[src/rtl/rtc_pps_trig_if.sv]
// Bus bundle between the rtc time source / register block and rtc_pps_trig.
// The master side drives rtc time and host controls; the slave side
// (rtc_pps_trig) returns the pps/trigger pulses and status.
interface rtc_pps_trig_if;
  logic [37:0] time_reg_ns_in;   // [37:8] integer ns, [7:0] fraction
  logic [47:0] time_reg_sec_in;
  logic        pps_en;
  logic        trig_ld;
  logic        trig_cancel;
  logic [47:0] trig_sec_in;
  logic [29:0] trig_ns_in;
  logic        pps_out;
  logic        trig_out;
  logic        trig_armed;
  logic        trig_done;
  logic        trig_late;

  modport master (
    output time_reg_ns_in, time_reg_sec_in, pps_en,
    output trig_ld, trig_cancel, trig_sec_in, trig_ns_in,
    input  pps_out, trig_out, trig_armed, trig_done, trig_late
  );

  modport slave (
    input  time_reg_ns_in, time_reg_sec_in, pps_en,
    input  trig_ld, trig_cancel, trig_sec_in, trig_ns_in,
    output pps_out, trig_out, trig_armed, trig_done, trig_late
  );
endinterface

[src/rtl/rtc_pps_trig.sv]
// rtc_pps_trig: pulse-per-second and one-shot time trigger generator.
// The rtc time is registered once (S1); a second register (S2) of the
// seconds field detects any seconds change, which (re)starts the pps pulse.
// A three-state trigger FSM compares the registered time against a
// host-programmed target and emits a fixed-width pulse when it is reached.
module rtc_pps_trig #(
  parameter int unsigned PPS_WIDTH_CYC  = 12500000,
  parameter int unsigned TRIG_WIDTH_CYC = 8,
  parameter int unsigned CNT_W          = 24
) (
  input logic         clk,
  input logic         rst,
  rtc_pps_trig_if.slave bus
);

  typedef enum logic [1:0] {
    ST_IDLE  = 2'd0,
    ST_ARMED = 2'd1,
    ST_PULSE = 2'd2
  } state_t;

  localparam logic [CNT_W-1:0] PPS_LOAD  = CNT_W'(PPS_WIDTH_CYC);
  localparam logic [CNT_W-1:0] TRIG_LOAD = CNT_W'(TRIG_WIDTH_CYC);
  localparam logic [CNT_W-1:0] CNT_ONE   = CNT_W'(1);

  // Registered time (S1) and previous seconds (S2)
  logic [47:0] sec_q_reg;
  logic [29:0] ns_q_reg;
  logic [47:0] sec_prev_reg;
  logic        sample_vld_reg;
  logic        prev_vld_reg;

  // Pulse counters
  logic [CNT_W-1:0] pps_cnt_reg;
  logic [CNT_W-1:0] trig_cnt_reg;

  // Trigger target and status
  logic [47:0] tgt_sec_reg;
  logic [29:0] tgt_ns_reg;
  logic        first_cmp_reg;
  logic        done_reg;
  logic        late_reg;

  state_t state_reg;
  state_t state_next;

  logic rollover;
  logic cmp_hit;
  logic fire;
  logic trig_out_c;
  logic trig_armed_c;
  logic pure_ld;

  // The fractional ns bits carry no meaning for comparison or pps.
  logic [7:0] ns_frac_unused;
  assign ns_frac_unused = bus.time_reg_ns_in[7:0];

  // Capture rtc time every cycle; valid flags suppress a pps on the first sample.
  always_ff @(posedge clk) begin
    if (rst) begin
      sec_q_reg      <= '0;
      ns_q_reg       <= '0;
      sec_prev_reg   <= '0;
      sample_vld_reg <= 1'b0;
      prev_vld_reg   <= 1'b0;
    end else begin
      sec_q_reg      <= bus.time_reg_sec_in;
      ns_q_reg       <= bus.time_reg_ns_in[37:8];
      sec_prev_reg   <= sec_q_reg;
      sample_vld_reg <= 1'b1;
      prev_vld_reg   <= sample_vld_reg;
    end
  end

  // Any change of the seconds field is a rollover, including loads and backward steps.
  assign rollover = prev_vld_reg && (sec_q_reg != sec_prev_reg);

  // Unsigned compare of the composite 78-bit time against the target.
  assign cmp_hit = {sec_q_reg, ns_q_reg} >= {tgt_sec_reg, tgt_ns_reg};

  // pps width counter: rollover (re)loads, disable clears immediately.
  always_ff @(posedge clk) begin
    if (rst) begin
      pps_cnt_reg <= '0;
    end else if (!bus.pps_en) begin
      pps_cnt_reg <= '0;
    end else if (rollover) begin
      pps_cnt_reg <= PPS_LOAD;
    end else if (pps_cnt_reg != '0) begin
      pps_cnt_reg <= pps_cnt_reg - CNT_ONE;
    end
  end

  assign bus.pps_out = (pps_cnt_reg != '0);

  // Trigger FSM state register.
  always_ff @(posedge clk) begin
    if (rst) begin
      state_reg <= ST_IDLE;
    end else begin
      state_reg <= state_next;
    end
  end

  // Trigger FSM next state: cancel beats load, load beats compare/countdown.
  always_comb begin
    state_next = state_reg;
    if (bus.trig_cancel) begin
      state_next = ST_IDLE;
    end else if (bus.trig_ld) begin
      state_next = ST_ARMED;
    end else begin
      case (state_reg)
        ST_ARMED: if (cmp_hit) state_next = ST_PULSE;
        ST_PULSE: if (trig_cnt_reg == CNT_ONE) state_next = ST_IDLE;
        default:  state_next = ST_IDLE;
      endcase
    end
  end

  // Trigger FSM outputs, decoded from the current state only.
  always_comb begin
    trig_out_c   = 1'b0;
    trig_armed_c = 1'b0;
    case (state_reg)
      ST_ARMED: trig_armed_c = 1'b1;
      ST_PULSE: trig_out_c   = 1'b1;
      default:  ;
    endcase
  end

  assign fire    = (state_reg == ST_ARMED) && (state_next == ST_PULSE);
  assign pure_ld = bus.trig_ld && !bus.trig_cancel;

  // Target latch, first-compare tracking, sticky flags and pulse countdown.
  always_ff @(posedge clk) begin
    if (rst) begin
      tgt_sec_reg   <= '0;
      tgt_ns_reg    <= '0;
      first_cmp_reg <= 1'b0;
      done_reg      <= 1'b0;
      late_reg      <= 1'b0;
      trig_cnt_reg  <= '0;
    end else begin
      // The target is latched even when a simultaneous cancel wins.
      if (bus.trig_ld) begin
        tgt_sec_reg <= bus.trig_sec_in;
        tgt_ns_reg  <= bus.trig_ns_in;
      end

      if (pure_ld) begin
        done_reg      <= 1'b0;
        late_reg      <= 1'b0;
        first_cmp_reg <= 1'b1;
      end else if (fire) begin
        done_reg      <= 1'b1;
        first_cmp_reg <= 1'b0;
        // Target already behind us on the very first look after arming.
        if (first_cmp_reg) late_reg <= 1'b1;
      end else if (state_reg == ST_ARMED && !cmp_hit) begin
        first_cmp_reg <= 1'b0;
      end

      if (fire) begin
        trig_cnt_reg <= TRIG_LOAD;
      end else if (state_reg == ST_PULSE) begin
        trig_cnt_reg <= trig_cnt_reg - CNT_ONE;
      end
    end
  end

  assign bus.trig_out   = trig_out_c;
  assign bus.trig_armed = trig_armed_c;
  assign bus.trig_done  = done_reg;
  assign bus.trig_late  = late_reg;

endmodule

[src/flat_wrapper.sv]
// flat-port wrapper written by rule: the top's interface ports become plain ports
module rtc_pps_trig_flat 
#(
  parameter int unsigned PPS_WIDTH_CYC  = 12500000,
  parameter int unsigned TRIG_WIDTH_CYC = 8,
  parameter int unsigned CNT_W          = 24
)
  (clk, rst, bus_time_reg_ns_in, bus_time_reg_sec_in, bus_pps_en, bus_trig_ld, bus_trig_cancel, bus_trig_sec_in, bus_trig_ns_in, bus_pps_out, bus_trig_out, bus_trig_armed, bus_trig_done, bus_trig_late);
  rtc_pps_trig_if bus_i ();
  input logic clk;
  input logic rst;
  input wire logic [$bits(bus_i.time_reg_ns_in)-1:0] bus_time_reg_ns_in;
  input wire logic [$bits(bus_i.time_reg_sec_in)-1:0] bus_time_reg_sec_in;
  input wire logic [$bits(bus_i.pps_en)-1:0] bus_pps_en;
  input wire logic [$bits(bus_i.trig_ld)-1:0] bus_trig_ld;
  input wire logic [$bits(bus_i.trig_cancel)-1:0] bus_trig_cancel;
  input wire logic [$bits(bus_i.trig_sec_in)-1:0] bus_trig_sec_in;
  input wire logic [$bits(bus_i.trig_ns_in)-1:0] bus_trig_ns_in;
  output wire logic [$bits(bus_i.pps_out)-1:0] bus_pps_out;
  output wire logic [$bits(bus_i.trig_out)-1:0] bus_trig_out;
  output wire logic [$bits(bus_i.trig_armed)-1:0] bus_trig_armed;
  output wire logic [$bits(bus_i.trig_done)-1:0] bus_trig_done;
  output wire logic [$bits(bus_i.trig_late)-1:0] bus_trig_late;
  assign bus_i.time_reg_ns_in = bus_time_reg_ns_in;
  assign bus_i.time_reg_sec_in = bus_time_reg_sec_in;
  assign bus_i.pps_en = bus_pps_en;
  assign bus_i.trig_ld = bus_trig_ld;
  assign bus_i.trig_cancel = bus_trig_cancel;
  assign bus_i.trig_sec_in = bus_trig_sec_in;
  assign bus_i.trig_ns_in = bus_trig_ns_in;
  assign bus_pps_out = bus_i.pps_out;
  assign bus_trig_out = bus_i.trig_out;
  assign bus_trig_armed = bus_i.trig_armed;
  assign bus_trig_done = bus_i.trig_done;
  assign bus_trig_late = bus_i.trig_late;
  rtc_pps_trig #(.PPS_WIDTH_CYC(PPS_WIDTH_CYC), .TRIG_WIDTH_CYC(TRIG_WIDTH_CYC), .CNT_W(CNT_W)) u_core (.clk(clk), .rst(rst), .bus(bus_i));
endmodule
[config.mk]
export PLATFORM = sky130hd
export DESIGN_NAME = rtc_pps_trig_flat
export DESIGN_NICKNAME = d
export VERILOG_FILES = /design/src/rtl/rtc_pps_trig_if.sv /design/src/rtl/rtc_pps_trig.sv /design/src/flat_wrapper.sv
export SDC_FILE = /design/constraint.sdc
export NUM_CORES = 1
export LEC_CHECK = 0
export CORE_MARGIN = 2
export CORE_UTILIZATION = 30
export DETAILED_ROUTE_END_ITERATION = 8
export SLEW_MARGIN = 40
export SYNTH_ARGS = -nofsm -noshare
export SYNTH_HDL_FRONTEND = slang
export SYNTH_SLANG_ARGS = --single-unit
[constraint.sdc]
create_clock -name clk -period 3.7 [get_ports clk]
set_input_delay 0.74 -clock clk [delete_from_list [all_inputs] [get_ports clk]]
set_output_delay 0.74 -clock clk [all_outputs]
set_load 0.02 [all_outputs]
wire_density.png
39 x 39 tiles, from dark blue (low) to red (high), scaled to the fullest tile. Values are wire area over tile area, all layers added.
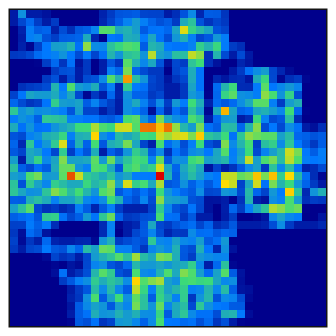
The emptiest ninth of the die: lower right. 23% of the tiles are nearly empty. The fullest tile reaches 0.48. 9.1% of the tiles are over half the peak. The mean over all tiles is 0.11.
Routed WL: 26,100 um
routed vias: 8,007

pdn.png
Scale bar: 50 um. Pins as bars on the die edge. Tap cells in gray.
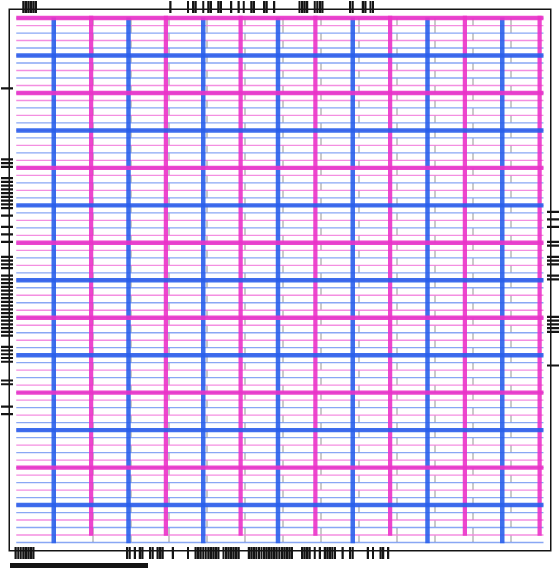
VDD: drawn in magenta. VSS: drawn in blue.
468 tap cells. 14 straps on met5. The core has 70 rows. 174 signal pins sit on the boundary.

cell_classes.png
Fill, decap, tap and diode cells in gray.
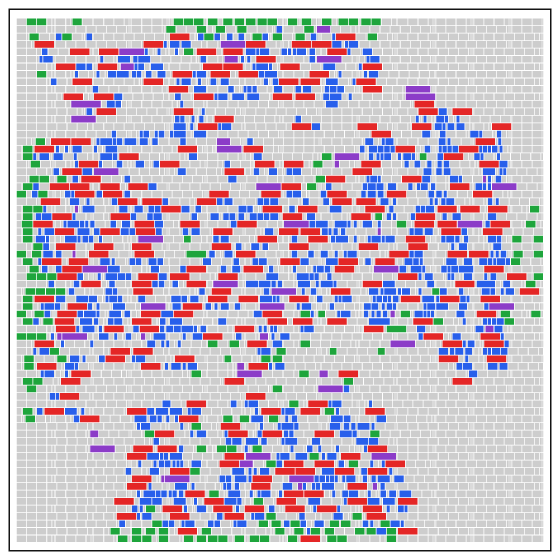
flops: drawn in red, cells 259. clock drivers and dummy loads: drawn in purple, cells 52. all other logic: drawn in blue, cells 843. other buffers and delay cells: drawn in green, cells 174.

==> impl_metrics.csv <==
group,metric,value,unit
floorplan,die_h,196,um
clock_tree,clkTransAtPathRegs,60,ps
final_layout,fill_cells,3674,
routing,drc_errors,0,
synth,yosysWarnings,0,
synth,async_flop_share,0,%
final_layout,nets,1559,
setup_path,crit_fanout,13,
synth,fp_nets,1395,
synth,adder_share,9.39,%
power_and_ir_drop,switching_share,25.4,%
final_timing,tns,0,ps
final_layout,drive_gt1_share,5.12,%
final_timing,hold_viol_final,0,
global_route,grt_pass1_wl,41600,um
synth,yosysTopAreaCell,"dfxtp_1",
synth,synth.distinct_cells,52,
final_layout,final_util,38.9,%
routing,dr.pass1.iters,4,
status,outcome,"finished clean",
synth,synth_xor_xnor_area_share,6.97,%
setup_path,crit_type,"flip-flop to output port",
final_timing,drv_slew,0,
clock_tree,cts_buffer_depth,3,
final_timing,tightest_slew,703,ps
power_and_ir_drop,combPwrFrac,14.3,%
placed_design,gp_congestion,0.778,
power_and_ir_drop,ir_drop,329,uV
routing,drt-initial-drc-count,338,
run,log.warning_count,38,
synth,syn-cell-area,11100,um2
synth,top_area_share,46.9,%
global_route,grt_util_all_layers,13.6,%
placed_design,placed_cell_area,13200,um2
floorplan,chipArea,38400,um2
power_and_ir_drop,seqPwrFrac,44.3,%
final_timing,min_period_over_period,93.7,%
floorplan,rows,70,
routing,ant_nets,0,
clock_tree,cts_tree,"yes",
placed_design,dpl.hpwl,19200,um
synth,avgSynthCellArea,9.68,um2
placed_design,placedCellCount,1744,
synth,ys_sh_mux,7.06,%
floorplan,pin_count,174,
clock_tree,post_cts_buffers,0,
final_layout,final_cells,1798,
setup_path,end_kind,"output port",
## cells by family after synthesis
logic type,after synthesis
flops,259
fa+ha+maj,83
buf+inv,131
mux,78
simple gates,410
compound gates,94
xor+xnor,88
## metal layers
metal | share of wire, % | track usage [%] | vias to the layer above
met1 | 45 | 17.3 | 3693
met2 | 47 | 23.4 | 133
met4 | 2.2 | 4.18 | 0
met5 | 0 | 0 | -
li1 | - | - | 4142
met3 | 4.9 | 2.44 | 39
## final cells by class
class                           count  area, um2  area share [%]
Antenna cell                        2       5.00          0.0353
Clock buffer                       39        813            5.74
Clock inverter                     13        133           0.935
Inverter                           90        338            2.38
Multi-Input combinational cell    753       5380            37.9
Sequential cell                   259       5180            36.6
Tap cell                          468        586            4.13
Timing Repair Buffer              174       1740            12.3
## worst max-delay path: cells and delay by family, from the launching register on
kind | cells | cell delay (ps)
buffers and inverters | 2 | 740
flip-flops | 1 | 330
AND/OR/NAND/NOR | 3 | 1100
## stage by stage
step	total power [mW]	setup slack [ps]
floorplan	3.73	1200
global placement	4.08	774
detailed placement	4.10	758
CTS	7.01	187
global route	7.27	61.8
finish	6.89	234
## path summary, 6_finish.rpt
| kind | endpoint | slack [ps] | cells after the start | startpoint |
|---|---|---|---|---|
| worst min register to register | u_core.prev_vld_reg | 460 | 1 | u_core.sample_vld_reg |
| worst min-delay path | u_core.prev_vld_reg | 460 | 1 | u_core.sample_vld_reg |
| worst max register to register | u_core.first_cmp_reg | 740 | 10 | u_core.tgt_ns_reg[28] |
| worst max-delay path | bus_pps_out | 230 | 5 | u_core.pps_cnt_reg[17] |
## synth_stat cells, types with 12 or more instances
library cell,number
a21oi_1,44
buf_1,12
clkbuf_1,26
dfxtp_1,259
ha_1,83
inv_1,90
mux2i_1,78
nand2_1,41
nand3_1,12
nand4_1,19
nor2_1,118
nor2b_1,132
nor3_1,26
nor4_1,22
o21ai_0,14
xnor2_1,21
xor2_1,67
## cell usage in the layout (no fill, tap or decap), types with 8 or more instances in the layout
cell type and instances:
dfxtp_1 259, clkdlybuf4s50_1 163, nor2b_1 132, nor2_1 118
inv_1 90, ha_1 83, mux2i_1 78, xor2_1 67
a21oi_1 44, nand2_1 41, clkbuf_16 29, nor3_1 25
nor4_1 22, xnor2_1 21, nand4_1 19, o21ai_0 14
nand3_1 12, buf_4 8
## power groups by stage
stage	Clock, mW	Sequential [mW]	Combinational (mW)
4_1_cts	2.96	3.05	1.00
5_1_grt	3.08	3.07	1.13
3_3_place_gp	0	3.11	0.976
6_report	2.85	3.05	0.987
2_1_floorplan	0	3.08	0.655
3_5_place_dp	0	3.11	0.994
Power figures rest on the tool's default switching activity, not on a simulated workload.
